[src/rtl/conv_engine_pkg.sv]
// Shared codes, matrix sizes and FSM encoding for the 3x3 convolution / max-pool engine.
package conv_engine_pkg;

    localparam logic [1:0] S_INIT    = 2'b00;
    localparam logic [1:0] S_MEMINIT = 2'b01;
    localparam logic [1:0] S_CALC    = 2'b10;
    localparam logic [1:0] MS_READY  = 2'b10;
    localparam logic [1:0] CS_IDLE   = 2'b00;
    localparam logic [1:0] CS_DONE   = 2'b01;

    localparam int DATA_N = 4;
    localparam int FILT_N = 3;
    localparam int OUT_N  = 2;
    localparam int ACC_W  = 20;
    localparam int DATA_W = 8;
    localparam int COEF_W = 8;
    localparam int TAPS   = FILT_N * FILT_N;

    typedef enum logic [1:0] {
        IDLE = 2'd0,
        LOAD = 2'd1,
        MAC  = 2'd2,
        DONE = 2'd3
    } fsm_t;

    typedef struct packed {
        logic [1:0] u;
        logic [1:0] v;
    } tap_t;

    // Tap index t (0..8) split into filter row u = t/3 and column v = t%3.
    function automatic tap_t tap_split(input logic [3:0] t);
        tap_t r;
        case (t)
            4'd0:    r = '{u: 2'd0, v: 2'd0};
            4'd1:    r = '{u: 2'd0, v: 2'd1};
            4'd2:    r = '{u: 2'd0, v: 2'd2};
            4'd3:    r = '{u: 2'd1, v: 2'd0};
            4'd4:    r = '{u: 2'd1, v: 2'd1};
            4'd5:    r = '{u: 2'd1, v: 2'd2};
            4'd6:    r = '{u: 2'd2, v: 2'd0};
            4'd7:    r = '{u: 2'd2, v: 2'd1};
            4'd8:    r = '{u: 2'd2, v: 2'd2};
            default: r = '{u: 2'd0, v: 2'd0};
        endcase
        return r;
    endfunction

endpackage

[src/rtl/conv_tap_sel.sv]
// Maps (window w, tap t) onto the captured DATA/FILTER registers and returns the two operand bytes.
module conv_tap_sel
    import conv_engine_pkg::*;
(
    input  logic [DATA_N*DATA_N*DATA_W-1:0] data_q,
    input  logic [FILT_N*FILT_N*COEF_W-1:0] filt_q,
    input  logic [1:0]                      w,
    input  logic [3:0]                      t,
    output logic [DATA_W-1:0]               d_sel,
    output logic [COEF_W-1:0]               f_sel
);

    tap_t       tap;
    logic [1:0] row;
    logic [1:0] col;
    logic [3:0] d_idx;

    always_comb begin
        tap   = tap_split(t);
        row   = {1'b0, w[1]} + tap.u;
        col   = {1'b0, w[0]} + tap.v;
        // 4x4 row-major index is simply {row, col}; the filter index equals t itself
        d_idx = {row, col};
        d_sel = data_q[{d_idx, 3'b000} +: DATA_W];
        f_sel = filt_q[{t, 3'b000} +: COEF_W];
    end

endmodule

[src/rtl/conv_engine.sv]
// Sequential 3x3 convolution + 3x3 max-pool over the four stride-1 windows of a 4x4 matrix, one tap per cycle.
module conv_engine
    import conv_engine_pkg::*;
#(
    parameter int SHIFT = 10
) (
    input  logic         clk,
    input  logic         rst,
    input  logic [1:0]   state,
    input  logic [1:0]   MS,
    input  logic [127:0] DATA,
    input  logic [71:0]  FILTER,
    output logic [1:0]   CS,
    output logic [31:0]  ret22,
    output logic [31:0]  ret33
);

    fsm_t cur_st;
    fsm_t nxt_st;

    logic [127:0]      data_q;
    logic [71:0]       filt_q;
    logic [1:0]        w;
    logic [3:0]        t;
    logic [ACC_W-1:0]  acc;
    logic [DATA_W-1:0] mx;

    logic [DATA_W-1:0] d_sel;
    logic [COEF_W-1:0] f_sel;
    logic [15:0]       prod;
    logic [ACC_W-1:0]  sum;
    logic [DATA_W-1:0] mx_nxt;
    logic              start;
    logic              last_tap;
    logic              last_win;

    function automatic logic [DATA_W-1:0] sat_shift(input logic [ACC_W-1:0] s);
        logic [ACC_W-1:0] sh;
        sh = s >> SHIFT;
        return (sh > ACC_W'(255)) ? 8'hFF : sh[DATA_W-1:0];
    endfunction

    function automatic logic [DATA_W-1:0] max8(input logic [DATA_W-1:0] a, input logic [DATA_W-1:0] b);
        return (a > b) ? a : b;
    endfunction

    conv_tap_sel u_tap_sel (
        .data_q (data_q),
        .filt_q (filt_q),
        .w      (w),
        .t      (t),
        .d_sel  (d_sel),
        .f_sel  (f_sel)
    );

    assign start    = (state == S_CALC) && (MS == MS_READY);
    assign last_tap = (t == 4'd8);
    assign last_win = (w == 2'd3);
    assign prod     = 16'(d_sel) * 16'(f_sel);
    assign sum      = acc + ACC_W'(prod);
    assign mx_nxt   = max8(mx, d_sel);

    always_ff @(posedge clk) begin
        if (rst) cur_st <= IDLE;
        else     cur_st <= nxt_st;
    end

    always_comb begin
        nxt_st = cur_st;
        case (cur_st)
            IDLE: if (start) nxt_st = LOAD;
            LOAD: nxt_st = MAC;
            MAC:  if (last_tap && last_win) nxt_st = DONE;
            // state must leave CALC before another run can be armed
            DONE: if (state != S_CALC) nxt_st = IDLE;
            default: nxt_st = IDLE;
        endcase
    end

    always_comb begin
        CS = (cur_st == DONE) ? CS_DONE : CS_IDLE;
    end

    // Operand capture: data registers only, no reset needed
    always_ff @(posedge clk) begin
        if (cur_st == LOAD) begin
            data_q <= DATA;
            filt_q <= FILTER;
        end
    end

    // Accumulate / max-track stage; results written per completed window
    always_ff @(posedge clk) begin
        if (rst) begin
            acc   <= '0;
            mx    <= '0;
            w     <= '0;
            t     <= '0;
            ret22 <= '0;
            ret33 <= '0;
        end else begin
            case (cur_st)
                LOAD: begin
                    acc <= '0;
                    mx  <= '0;
                    w   <= '0;
                    t   <= '0;
                end
                MAC: begin
                    if (last_tap) begin
                        ret22[{w, 3'b000} +: 8] <= sat_shift(sum);
                        ret33[{w, 3'b000} +: 8] <= mx_nxt;
                        acc <= '0;
                        mx  <= '0;
                        t   <= '0;
                        w   <= w + 2'd1;
                    end else begin
                        acc <= sum;
                        mx  <= mx_nxt;
                        t   <= t + 4'd1;
                    end
                end
                default: ;
            endcase
        end
    end

endmodule

[config.mk]
export PLATFORM = sky130hd
export DESIGN_NAME = conv_engine
export DESIGN_NICKNAME = d
export VERILOG_FILES = /design/src/rtl/conv_engine_pkg.sv /design/src/rtl/conv_tap_sel.sv /design/src/rtl/conv_engine.sv
export SDC_FILE = /design/constraint.sdc
export NUM_CORES = 1
export LEC_CHECK = 0
export CORE_MARGIN = 5
export CORE_UTILIZATION = 40
export DETAILED_ROUTE_END_ITERATION = 10
export GPL_TIMING_DRIVEN = 0
export MAX_ROUTING_LAYER = met4
export SETUP_SLACK_MARGIN = 0.4
export SLEW_MARGIN = 20
export SYNTH_ARGS = -nofsm -noshare
export SYNTH_HDL_FRONTEND = slang
export SYNTH_SLANG_ARGS = --single-unit
export TNS_END_PERCENT = 10
[constraint.sdc]
create_clock -name clk -period 18.55 [get_ports clk]
set_input_delay 3.71 -clock clk [delete_from_list [all_inputs] [get_ports clk]]
set_output_delay 3.71 -clock clk [all_outputs]
set_load 0.1 [all_outputs]
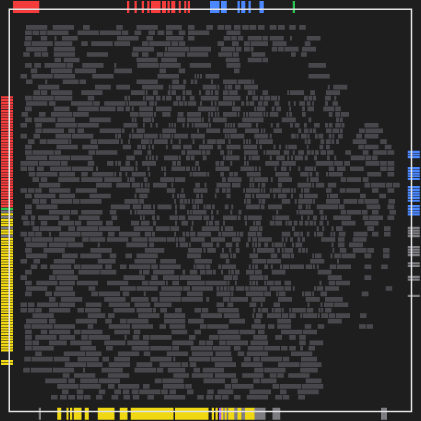
run_1/io_placement.png
(2 px per µm) Pins as bars across the die edge, other pins in grey.
- `CS`: green (pins 2; direction output; edge 1 left, 1 top)
- `rst`: purple (pins 1; direction input; edge bottom)
- `DATA`: yellow (pins 128; direction input; edge 78 bottom, 50 left)
- `ret22`: blue (pins 32; direction output; edge 18 right, 14 top)
- `FILTER`: red (pins 72; direction input; edge 41 left, 31 top)
- all pins by edge: 99 bottom, 96 left, 46 top, 31 right
Port Buf Inserts: 270
Die H: 200 µm
Die Span X: 200 µm

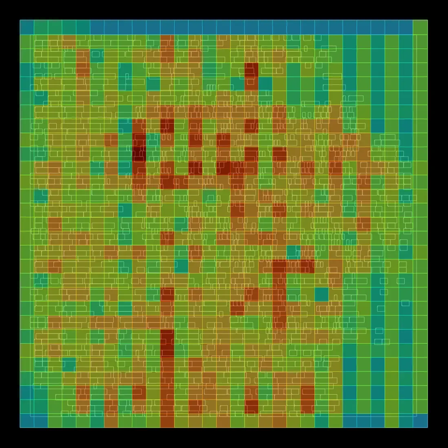
run_1/congestion.png
met3 Track Usage GR: 4.78%
GRT busiest layer: met2
WL per Instance: 20.2 µm

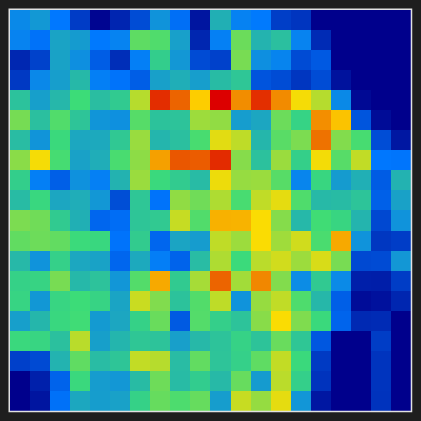
run_1/metal_density.png
(2 px per µm) 20 x 20 tiles, from dark blue (low) to red (high), scaled to the fullest tile. Values are wire area over tile area, all layers added.
- fullest tile: 0.39
- nearly empty tiles: 9.0%
- mean over tiles: 0.15

==> results_slide.txt, run 1 <==
Run Summary

Outcome
  • Outcome: complete, no violations

Synthesis
  • Syn Nets: 1,390
  • Yosys warns: 0
  • Logic family by area: adder cells
  • Yosys top cell area share: 41.4%

STA
  • RSZ-0062 raised after global routing: no
  • Crit path time final: 7.91 ns

Global routing
  • Met1 Resource Use GR: 24.4%

Floorplanning
  • Core ar.: 35,700 µm²

Critical path
  • CP endpoint kind: register
  • Most frequent CP cell: fa_1
  • Critical Path Fanout Max: 10
  • Worst R2R End: ret22[23]

Pwr
  • P_leak: 7.15 nW
  • VDD IR max: 269 µV
  • Top power group: combinational cells
  • Logic power comb: 1.76 mW

Clock tree
  • Worst-Skew Late Latency: 0.53 ns
  • Post-CTS sizing: 0

Cells and area
  • Area growth syn-to-layout: 31.8%
  • Logic area: 5790 µm²

Drt
  • Routed WL: 37.7 mm
run_1/layer_met3.png
(2 px per µm) Cells faint in the background.
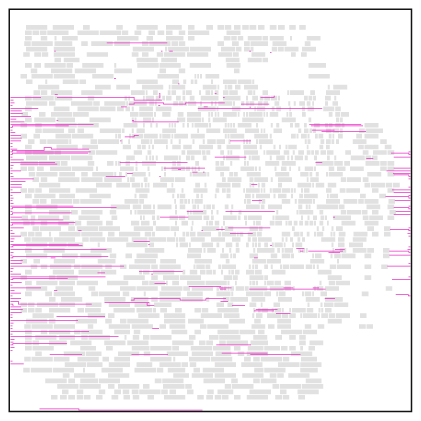

==> run 2, diff against run 1 <==
==> constraint.sdc (replaced) <==
create_clock -name clk -period 7.6 [get_ports clk]
set_input_delay 1.52 -clock clk [delete_from_list [all_inputs] [get_ports clk]]
set_output_delay 1.52 -clock clk [all_outputs]
set_load 0.1 [all_outputs]
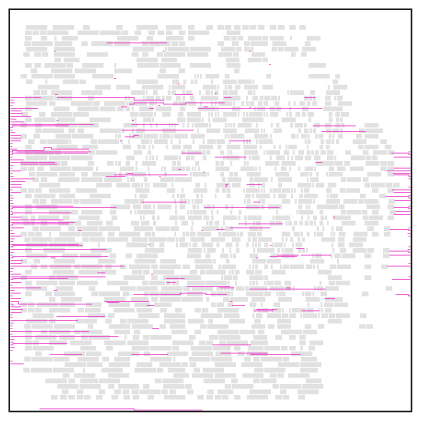
run_2/layer_met3.png
(2 px per µm) Cells faint in the background.
- main direction: horizontal
- share of all routed wire: 6.2%
- nets with wire on the layer: 166
- wire length on this layer: 2,360 µm

==> results_slide.txt, run 2 <==
Run Summary

Clock tree
  • Root Buffer: clkbuf_16
  • Worst-Skew Late Latency: 0.54 ns (about the same)
  • Post-CTS sizing: 21 (+21)
  • Maximum root-to-sink buffer count: 3

Synthesis
  • Syn Nets: 1,390 (unchanged)
  • Yosys warns: 0 (unchanged)
  • Logic family by area: adder cells
  • Commonest flop: edfxtp_1
  • Yosys top cell area share: 41.4% (unchanged)
  • Adder Area Share: 12.7%

Floorplanning
  • Die H: 200 µm (unchanged)
  • Core ar.: 35,700 µm² (unchanged)

Cells and area
  • Non-clk bufs: 330
  • Final std cells w/o fill: 1,879
  • Register Area: 8090 µm²
  • Area growth syn-to-layout: 33.4%
  • Top flop regs: data_q (128), filt_q (72)

Pwr
  • VDD IR max: 700 µV (+160%)
  • P_leak: 7.26 nW (+1.6%)
  • Logic power comb: 4.59 mW (+160%)
  • Top power group: combinational cells

Placed design
  • Placed Area: 17,900 µm²
  • Placed insts: 1,802
  • Port Buf Inserts: 270 (unchanged)

STA
  • Crit path time final: 6.92 ns (-0.990 ns)
  • RSZ-0062 raised after global routing: no

Outcome
  • Outcome: complete, no violations

Critical path
  • CP endpoint kind: register
  • Worst R2R End: ret22[23]
  • Critical Path Fanout Max: 10 (unchanged)
  • Most frequent CP cell: fa_1

Global routing
  • Met1 Resource Use GR: 24.4% (-0.029 points)
  • Met3 Track Usage GR: 4.85% (+0.065 points)
  • GRT busiest layer: met2

Drt
  • WL per Instance: 20.2 µm (+0.19%)
  • Detailed-route DRC error count: 0
run_2/metal_density.png
(2 px per µm) 20 x 20 tiles, from dark blue (low) to red (high), scaled to the fullest tile. Values are wire area over tile area, all layers added.
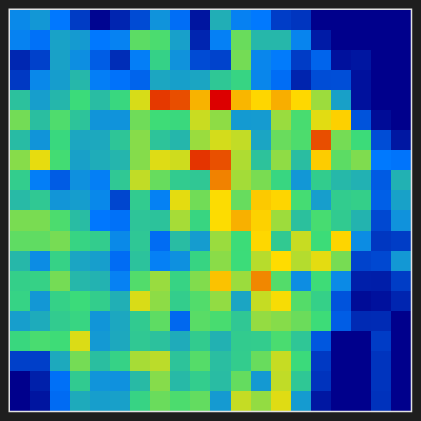

==> run 3, diff against run 2 <==
--- a/config.mk
+++ b/config.mk
@@ -5,6 +5,7 @@
 export SDC_FILE = /design/constraint.sdc
 export NUM_CORES = 1
 export LEC_CHECK = 0
+export CAP_MARGIN = 10
 export CORE_MARGIN = 5
 export CORE_UTILIZATION = 40
 export DETAILED_ROUTE_END_ITERATION = 10
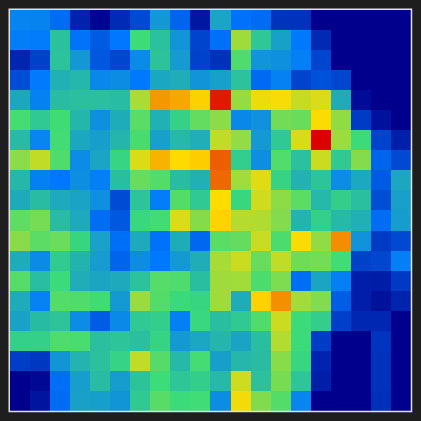
run_3/metal_density.png
(2 px per µm) 20 x 20 tiles, from dark blue (low) to red (high), scaled to the fullest tile. Values are wire area over tile area, all layers added.
- fullest tile: 0.40
- densest ninth of the die: centre
- nearly empty tiles: 9.2%
- tiles over half the peak: 28%
- mean over tiles: 0.15

==> results_slide.txt, run 3 <==
Run Summary

Placed design
  • Placed Area: 17,900 µm² (unchanged)
  • Port Buf Inserts: 270 (unchanged)
  • Placed insts: 1,802 (unchanged)

Drt
  • WL per Instance: 20.2 µm (-0.22%)
  • Detailed-route DRC error count: 0 (unchanged)

Pwr
  • Top power group: combinational cells
  • VDD IR max: 775 µV (+11%)
  • Logic power comb: 4.55 mW (-0.9%)
  • P_leak: 7.25 nW (-0.10%)

Floorplanning
  • Die H: 200 µm (unchanged)

Critical path
  • Critical Path Fanout Max: 10 (unchanged)
  • Worst R2R End: ret22[30]
  • Most frequent CP cell: fa_1
  • CP endpoint kind: register

Outcome
  • Outcome: complete, no violations

Synthesis
  • Yosys warns: 0 (unchanged)
  • Adder Area Share: 12.7% (unchanged)
  • Yosys top cell area share: 41.4% (unchanged)
  • Commonest flop: edfxtp_1
  • Syn Nets: 1,390 (unchanged)
  • Logic family by area: adder cells

Cells and area
  • Register Area: 8090 µm² (unchanged)
  • Final std cells w/o fill: 1,881 (+0.11%)
  • Area growth syn-to-layout: 33.2%
  • Top flop regs: data_q (128), filt_q (72)
  • Non-clk bufs: 332 (+0.61%)

Clock tree
  • Root Buffer: clkbuf_16
  • Maximum root-to-sink buffer count: 3 (unchanged)
  • Clock sinks: 304
  • Worst-Skew Late Latency: 0.53 ns (about the same)

Global routing
  • Met1 Resource Use GR: 24.3% (-0.088 points)
  • Met3 Track Usage GR: 5.02% (+0.18 points)

STA
  • Crit path time final: 6.92 ns (+0.00170 ns)
Power figures rest on the tool's default switching activity, not on a simulated workload.
